`src/rtl/rst_ctrl_if.sv`:
```
// rst_ctrl_if: request inputs and reset/status outputs of the reset sequencer (sw_rst_req, wdt_en, wdt_kick in; periph_rst, core_rst, ready, rst_cause out)
interface rst_ctrl_if;
  logic       sw_rst_req;
  logic       wdt_en;
  logic       wdt_kick;
  logic       periph_rst;
  logic       core_rst;
  logic       ready;
  logic [1:0] rst_cause;
  modport master (output sw_rst_req, wdt_en, wdt_kick, input periph_rst, core_rst, ready, rst_cause);
  modport slave (input sw_rst_req, wdt_en, wdt_kick, output periph_rst, core_rst, ready, rst_cause);
endinterface

```
`src/rtl/rst_ctrl.sv`:
```
// rst_ctrl: synchronises rst_n, stretches and staggers periph/core reset, re-enters reset on sw request or watchdog (ports: clk, rst_n, bus = rst_ctrl_if.slave)
module rst_ctrl #(
  parameter int SYNC_STAGES    = 2,
  parameter int HOLD_CYCLES    = 16,
  parameter int STAGGER_CYCLES = 4,
  parameter int WDT_WIDTH      = 16,
  parameter int WDT_TIMEOUT    = 1000
) (
  input logic       clk,
  input logic       rst_n,
  rst_ctrl_if.slave bus
);
  localparam int CW = $clog2((HOLD_CYCLES > STAGGER_CYCLES) ? HOLD_CYCLES : STAGGER_CYCLES) + 1;
  typedef enum logic [1:0] {HOLD, STAGGER, RUN} state_t;
  state_t                 state_q, state_d;
  logic [SYNC_STAGES-1:0] sync_q, sync_d;
  logic [CW-1:0]          cnt_q, cnt_d;
  logic [WDT_WIDTH-1:0]   wdt_q, wdt_d;
  logic                   periph_rst_q, periph_rst_d;
  logic                   core_rst_q, core_rst_d;
  logic                   ready_q, ready_d;
  logic [1:0]             cause_q, cause_d;
  logic                   sync_rst_n, in_run, wdt_fire, trig;
  assign sync_rst_n = sync_q[SYNC_STAGES-1];
  always_comb begin
    sync_d       = {sync_q[SYNC_STAGES-2:0], 1'b1};
    in_run       = state_q == RUN;
    wdt_fire     = in_run && bus.wdt_en && !bus.wdt_kick && wdt_q == WDT_WIDTH'(WDT_TIMEOUT - 1);
    trig         = in_run && (bus.sw_rst_req || wdt_fire);
    wdt_d        = (!in_run || !bus.wdt_en || bus.wdt_kick || trig) ? '0 : wdt_q + 1'b1;
    state_d      = state_q;
    cnt_d        = cnt_q;
    periph_rst_d = periph_rst_q;
    core_rst_d   = core_rst_q;
    ready_d      = ready_q;
    cause_d      = cause_q;
    case (state_q)
      HOLD: if (sync_rst_n) begin
        cnt_d = (cnt_q == CW'(HOLD_CYCLES - 1)) ? '0 : cnt_q + 1'b1;
        if (cnt_q == CW'(HOLD_CYCLES - 1)) begin
          periph_rst_d = 1'b0;
          state_d      = STAGGER;
        end
      end
      STAGGER: begin
        cnt_d = (cnt_q == CW'(STAGGER_CYCLES - 1)) ? '0 : cnt_q + 1'b1;
        if (cnt_q == CW'(STAGGER_CYCLES - 1)) begin
          core_rst_d = 1'b0;
          ready_d    = 1'b1;
          state_d    = RUN;
        end
      end
      RUN: if (trig) begin
        periph_rst_d = 1'b1;
        core_rst_d   = 1'b1;
        ready_d      = 1'b0;
        cnt_d        = '0;
        cause_d      = bus.sw_rst_req ? 2'b01 : 2'b10;
        state_d      = HOLD;
      end
      default: state_d = HOLD;
    endcase
  end
  always_ff @(posedge clk or negedge rst_n) begin
    if (!rst_n) begin
      state_q      <= HOLD;
      sync_q       <= '0;
      cnt_q        <= '0;
      wdt_q        <= '0;
      periph_rst_q <= 1'b1;
      core_rst_q   <= 1'b1;
      ready_q      <= 1'b0;
      cause_q      <= 2'b00;
    end else begin
      state_q      <= state_d;
      sync_q       <= sync_d;
      cnt_q        <= cnt_d;
      wdt_q        <= wdt_d;
      periph_rst_q <= periph_rst_d;
      core_rst_q   <= core_rst_d;
      ready_q      <= ready_d;
      cause_q      <= cause_d;
    end
  end
  assign bus.periph_rst = periph_rst_q;
  assign bus.core_rst   = core_rst_q;
  assign bus.ready      = ready_q;
  assign bus.rst_cause  = cause_q;
endmodule

```
`src/flat_wrapper.sv`:
```
// flat-port wrapper written by rule: the top's interface ports become plain ports
module rst_ctrl_flat 
#(
  parameter int SYNC_STAGES    = 2,
  parameter int HOLD_CYCLES    = 16,
  parameter int STAGGER_CYCLES = 4,
  parameter int WDT_WIDTH      = 16,
  parameter int WDT_TIMEOUT    = 1000
)
  (clk, rst_n, bus_sw_rst_req, bus_wdt_en, bus_wdt_kick, bus_periph_rst, bus_core_rst, bus_ready, bus_rst_cause);
  rst_ctrl_if bus_i ();
  input logic clk;
  input logic rst_n;
  input wire logic [$bits(bus_i.sw_rst_req)-1:0] bus_sw_rst_req;
  input wire logic [$bits(bus_i.wdt_en)-1:0] bus_wdt_en;
  input wire logic [$bits(bus_i.wdt_kick)-1:0] bus_wdt_kick;
  output wire logic [$bits(bus_i.periph_rst)-1:0] bus_periph_rst;
  output wire logic [$bits(bus_i.core_rst)-1:0] bus_core_rst;
  output wire logic [$bits(bus_i.ready)-1:0] bus_ready;
  output wire logic [$bits(bus_i.rst_cause)-1:0] bus_rst_cause;
  assign bus_i.sw_rst_req = bus_sw_rst_req;
  assign bus_i.wdt_en = bus_wdt_en;
  assign bus_i.wdt_kick = bus_wdt_kick;
  assign bus_periph_rst = bus_i.periph_rst;
  assign bus_core_rst = bus_i.core_rst;
  assign bus_ready = bus_i.ready;
  assign bus_rst_cause = bus_i.rst_cause;
  rst_ctrl #(.SYNC_STAGES(SYNC_STAGES), .HOLD_CYCLES(HOLD_CYCLES), .STAGGER_CYCLES(STAGGER_CYCLES), .WDT_WIDTH(WDT_WIDTH), .WDT_TIMEOUT(WDT_TIMEOUT)) u_core (.clk(clk), .rst_n(rst_n), .bus(bus_i));
endmodule
```
`config.mk`:
```
export PLATFORM = sky130hd
export DESIGN_NAME = rst_ctrl_flat
export DESIGN_NICKNAME = d
export VERILOG_FILES = /design/src/rtl/rst_ctrl_if.sv /design/src/rtl/rst_ctrl.sv /design/src/flat_wrapper.sv
export SDC_FILE = /design/constraint.sdc
export NUM_CORES = 1
export LEC_CHECK = 0
export CAP_MARGIN = 20
export CORE_MARGIN = 5
export CORE_UTILIZATION = 57
export DETAILED_ROUTE_END_ITERATION = 7
export PLACE_DENSITY = 0.77
export SYNTH_ARGS = -nofsm -noshare
export SYNTH_HDL_FRONTEND = slang
export SYNTH_SLANG_ARGS = --single-unit
```
`constraint.sdc`:
```
create_clock -name clk -period 2.3 [get_ports clk]
set_input_delay 0.575 -clock clk [delete_from_list [all_inputs] [get_ports clk]]
set_output_delay 0.575 -clock clk [all_outputs]
set_load 0.01 [all_outputs]
```
**Run 1: floorplan with the power grid**

The bar under the picture is 20 um long. Pins as bars on the die edge.
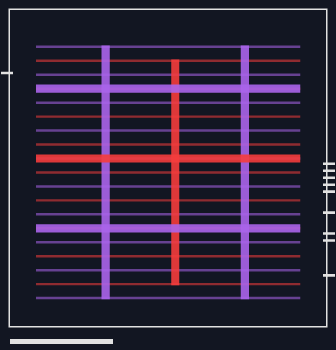
net	color
VSS	purple
VDD	red
rows	18
met1 rails	19
met4 straps	3

**Run 1: cell classes on the final placement**

Fill, decap, tap and diode cells in gray.
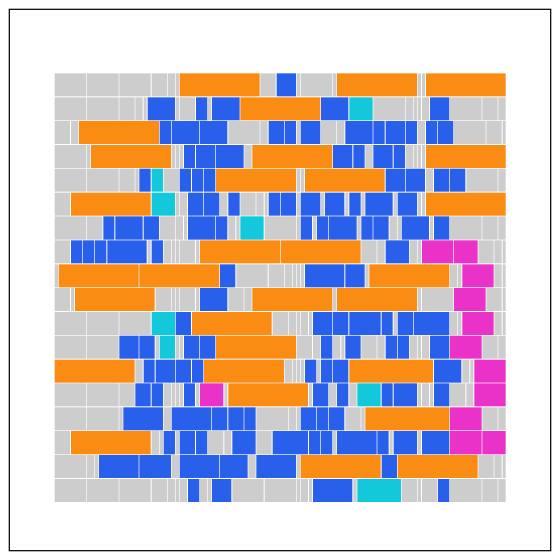
class	color	cells
combinational and other logic	blue	126
remaining buffers and delay cells	magenta	12
clock drivers and dummy loads	cyan	8
sequential cells	orange	30
core outline area: 2520 um^2
Seq/total area: 43.8%
Core Util, Final: 68.2%
final instance area: 1720 um^2
Core Rows: 18

==> flow_summary.toml, run 1 <==
# physical design summary
[clock_network]
cts.sinks = 30
cts_max_path_buffers = 2
hold_buffers = 0
cts_root_buf = "clkbuf_4"
cts_resized = 0
cts.clk_slew.worst_paths_ns = 0.09
cts_setup_buffers = 0
h-tree-depth = 2
cts_inserted_buffers = 5

[critical_path]
path_delay_family = "simple AND/OR/NAND/NOR gates"
critPathMaxFanout = 7
regToRegSetupSlack_ns = 0.21
worst_path_max_delay_cell = "dfrtp_1"
worstPathArrival_ns = 2.30
end_kind = "register"
max_stage_delay_ns = 0.42
worstPathRequired_ns = 2.51
critPathBufInv = 2
path_cells = "inv_1, ha_1, nand3b_2, or3_1, o21ba_2, buf_4, o21ai_1, o31ai_2"

[synth]
ys_sh_simple_pct = 22.1
top_cells_by_area = "dfrtp_1 (46%), ha_1 (6.6%), nor2_1 (5.4%)"
mux_share_pct = 1.40
edf_count = 0
syn_nets = 171
synth.top_cell.area_share_pct = 46.2
yosys_cells = 158
avgSynthCellArea_um2 = 9.60
yosysSeqAreaShare_pct = 49.7
synthAoiAreaFrac_pct = 11.6
synthTopLogicFamily = "simple AND/OR/NAND/NOR gates"
xor_share_pct = 6.35
postSynthCellCount = 158
yosys_warnings = 0
synth_cell_type_count = 36
synth.largest_area_cell = "dfrtp_1"
netlist_area_um2 = 1520
synthArstFlopShare_pct = 100

[layout]
area_dominant_class = "flip-flops and latches"
lay_top_count = "dfrtp_1"
fin_cells = 206
drive_gt1_share_pct = 9.09
final_cell_mix = "dfrtp_1 (28), nor2_1 (22), nand2_1 (17), clkdlybuf4s50_1 (9)"
buf_share_pct = 6.55
largest_reg_flops = 16
regMostFlops = "u_core.wdt_q"
combGateArea_um2 = 733
buffers = 12
clock_area_share_pct = 3.49
top_regs = "u_core.wdt_q: 16 flops, u_core.cnt_q: 5 flops"

[die]
tap_cells = 30
die_h_um = 61.6
die-area_um2 = 3790
dieWidth_um = 61.6
pin_count = 10

[route]
ant_nets = 0
wl_met3_um = 165
top_layer = "met4"
drt-initial-drc-count = 95
wl_met1_um = 1300

[flow_run]
cap_violations = 0

[placed_design]
pre_cts_ws_ns = -0.0605
dp.cells = 198
port_buffers = 9

[global_route]
grtUsageMet1_pct = 22.5
use_met3_pct = 3.98
grt_use_met2_pct = 29.0
grt_max_degree = 31
grt_pass1_vias = 1174
grt_first_pass_wirelength_um = 4940

[timing]
tns_ns = 0
setup_viol = 0
fmax_mhz = 479
rsz0062_at_grt = "false"
slew_violations = 0
period_minus_slack_ns = 2.09

[power_and_ir_drop]
powerDensity_nw_per_um2 = 998
p_leak_uw = 0.000733
vdd_drop_max_v = 0.000799

[run_status]
outcome = "finished, final reports clean"
**Run 1: clock wires, drivers and flops**

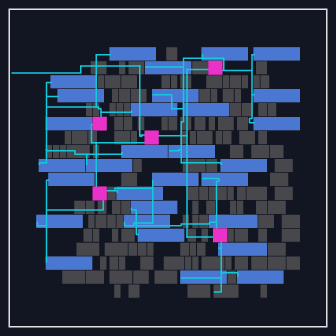
[flip-flops] blue | count: 30
[clock drivers] magenta | count: 5
[clock wires] cyan | length: 392 um
routed clock nets	6
Final Skew: 0.00885 ns
clk_lat worst skew: 0.33 ns
power share of the clock group: 19.2%
Clk power: 330 uW

## run 1: where the power goes
group / switching, uW / leakage [uW] / internal [uW] / total [uW]
sequential: 83.9 / 0.000395 / 631 / 715
combinational: 361 / 0.000302 / 310 / 671
clock: 182 / 0.0000353 / 148 / 330
total: 627 / 0.000733 / 1090 / 1720
## run 1: worst paths after layout
path	depth (start not counted)	end	startpoint
max in group asynchronous	2	u_core.bus.periph_rst	rst_n
worst min register to register	0	u_core.sync_q[1]	u_core.sync_q[0]
min in group asynchronous	2	u_core.bus.rst_cause[1]	rst_n
worst max register to register	8	u_core.cnt_q[3]	u_core.state_q[0]
worst max-delay path	8	u_core.cnt_q[3]	u_core.state_q[0]
worst min-delay path	0	u_core.sync_q[1]	u_core.sync_q[0]
## Run 2: what changed since run 1
--- a/config.mk
+++ b/config.mk
@@ -10,6 +10,7 @@
 export CORE_UTILIZATION = 57
 export DETAILED_ROUTE_END_ITERATION = 7
 export PLACE_DENSITY = 0.77
+export SLEW_MARGIN = 20
 export SYNTH_ARGS = -nofsm -noshare
 export SYNTH_HDL_FRONTEND = slang
 export SYNTH_SLANG_ARGS = --single-unit
**Run 2: floorplan with the power grid**

The bar under the picture is 20 um long. Pins as bars on the die edge.
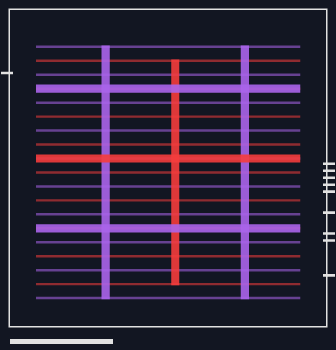
net	color
VSS	purple
VDD	red
met4 straps	3
rows	18
met5 straps	3
signal pins	10
met1 rails	19
DIE WIDTH: 61.6 um
Peak supply drop: 0.000799 V

==> flow_summary.toml, run 2 <==
# physical design summary
[layout]
largest_reg_flops = 16
top_regs = "u_core.wdt_q: 16 flops, u_core.cnt_q: 5 flops"
final_util_pct = 68.2
lay_top_count = "dfrtp_1"
drive_gt1_share_pct = 9.09
final_cell_mix = "dfrtp_1 (28), nor2_1 (22), nand2_1 (17), clkdlybuf4s50_1 (9)"
fin_cells = 206

[power_and_ir_drop]
pg_clk_uw = 330
clock_power_share_pct = 19.2
seq_power_uw = 715
p_leak_uw = 0.000733
comb_power_share_pct = 39.1
p_seq_share_pct = 41.6
net-switching-power_uw = 627
switching_share_pct = 36.6
powerDensity_nw_per_um2 = 998
comb_power_uw = 671
internal_power_uw = 1090

[synth]
avgSynthCellArea_um2 = 9.60
synthTopLogicFamily = "simple AND/OR/NAND/NOR gates"
yosysSeqAreaShare_pct = 49.7
mux_share_pct = 1.40
synth.largest_area_cell = "dfrtp_1"
ys_sh_simple_pct = 22.1
yosys_cells = 158
syn_nets = 171
top_cells_by_area = "dfrtp_1 (46%), ha_1 (6.6%), nor2_1 (5.4%)"
postSynthCellCount = 158
edf_count = 0
synthArstFlopShare_pct = 100
synth.top_cell.area_share_pct = 46.2
synthAoiAreaFrac_pct = 11.6
netlist_area_um2 = 1520
xor_share_pct = 6.35

[timing]
setup_viol = 0
fin_skew_ns = 0.00885
rsz0062_at_grt = "false"
slew_violations = 0
fmax_mhz = 479
period_minus_slack_ns = 2.09

[placed_design]
hpwl_um = 2090
pre_cts_ws_ns = -0.0605
port_buffers = 9
dp.cells = 198

[worst_hold_path]
min_from = "u_core.sync_q[0]"
min_to = "u_core.sync_q[1]"
holdPathStages = 0

[critical_path]
startpoint = "u_core.state_q[0]"
worstPathRequired_ns = 2.51
path_cells = "inv_1, ha_1, nand3b_2, or3_1, o21ba_2, buf_4, o21ai_1, o31ai_2"
timing.critical_path.to = "u_core.cnt_q[3]"
rr_worst_depth = 8
critPathMaxFanout = 7
path_delay_family = "simple AND/OR/NAND/NOR gates"
worst_path_max_delay_cell = "dfrtp_1"
max_stage_delay_ns = 0.42
cp.depth = 8
rr_startpoint = "u_core.state_q[0]"
end_kind = "register"
regToRegSetupSlack_ns = 0.21
critPathBufInv = 2
reg2reg_to = "u_core.cnt_q[3]"

[clock_network]
h-tree-depth = 2
cts.clk_slew.worst_paths_ns = 0.09
cts_setup_buffers = 0
cts_max_path_buffers = 2
hold_buffers = 0
clkLatencyLatePin_ns = 0.33
cts_inserted_buffers = 5
cts_resized = 0
cts.sinks = 30

[global_route]
grtUsageMet1_pct = 22.5
grt_first_pass_wirelength_um = 4940
use_met3_pct = 3.98
grt_use_met2_pct = 29.0
grt_max_degree = 31
grt_pass1_vias = 1174
grt.total_usage_pct = 17.8

[route]
wl_met3_um = 165
drt-initial-drc-count = 95
ant_nets = 0
wl_met1_um = 1300

[die]
core_area_um2 = 2520
rows = 18
pin_count = 10

[flow_run]
cap_violations = 0

[run_status]
outcome = "finished, final reports clean"
**Run 2: routed metal, one color a layer**

The bar under the picture is 20 um long. Only two layers are drawn.
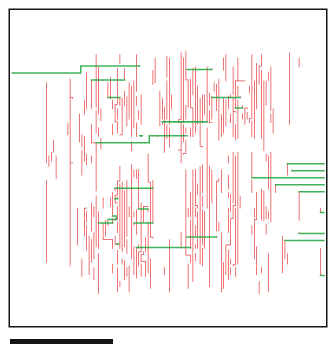
layer	color	wire length
metal 2	red	1380 um
metal 3	green	166 um

run 2: layout make-up:
| cell class | count | area (um^2) |
|---|---|---|
| Clock buffer | 7 | 55.1 |
| Multi-Input combinational cell | 120 | 733 |
| Inverter | 6 | 22.5 |
| Tap cell | 30 | 37.5 |
| Sequential cell | 30 | 753 |
| Clock inverter | 1 | 5.00 |
| Fill cell | 206 | 803 |
| Timing Repair Buffer | 12 | 113 |
run 2: through the flow:
| stage | power, uW | setup TNS, ns | area (um^2) |
|---|---|---|---|
| after floorplan | 1170 | 0 | 1520 |
| after global placement | 1340 | 0 | 1660 |
| after detailed placement | 1390 | -0.0898 | 1660 |
| after CTS | 1720 | 0 | 1720 |
| after global routing | 1840 | 0 | 1720 |
| final | 1720 | 0 | 1720 |
No activity file was given, so power comes from the tool's default toggle rates.
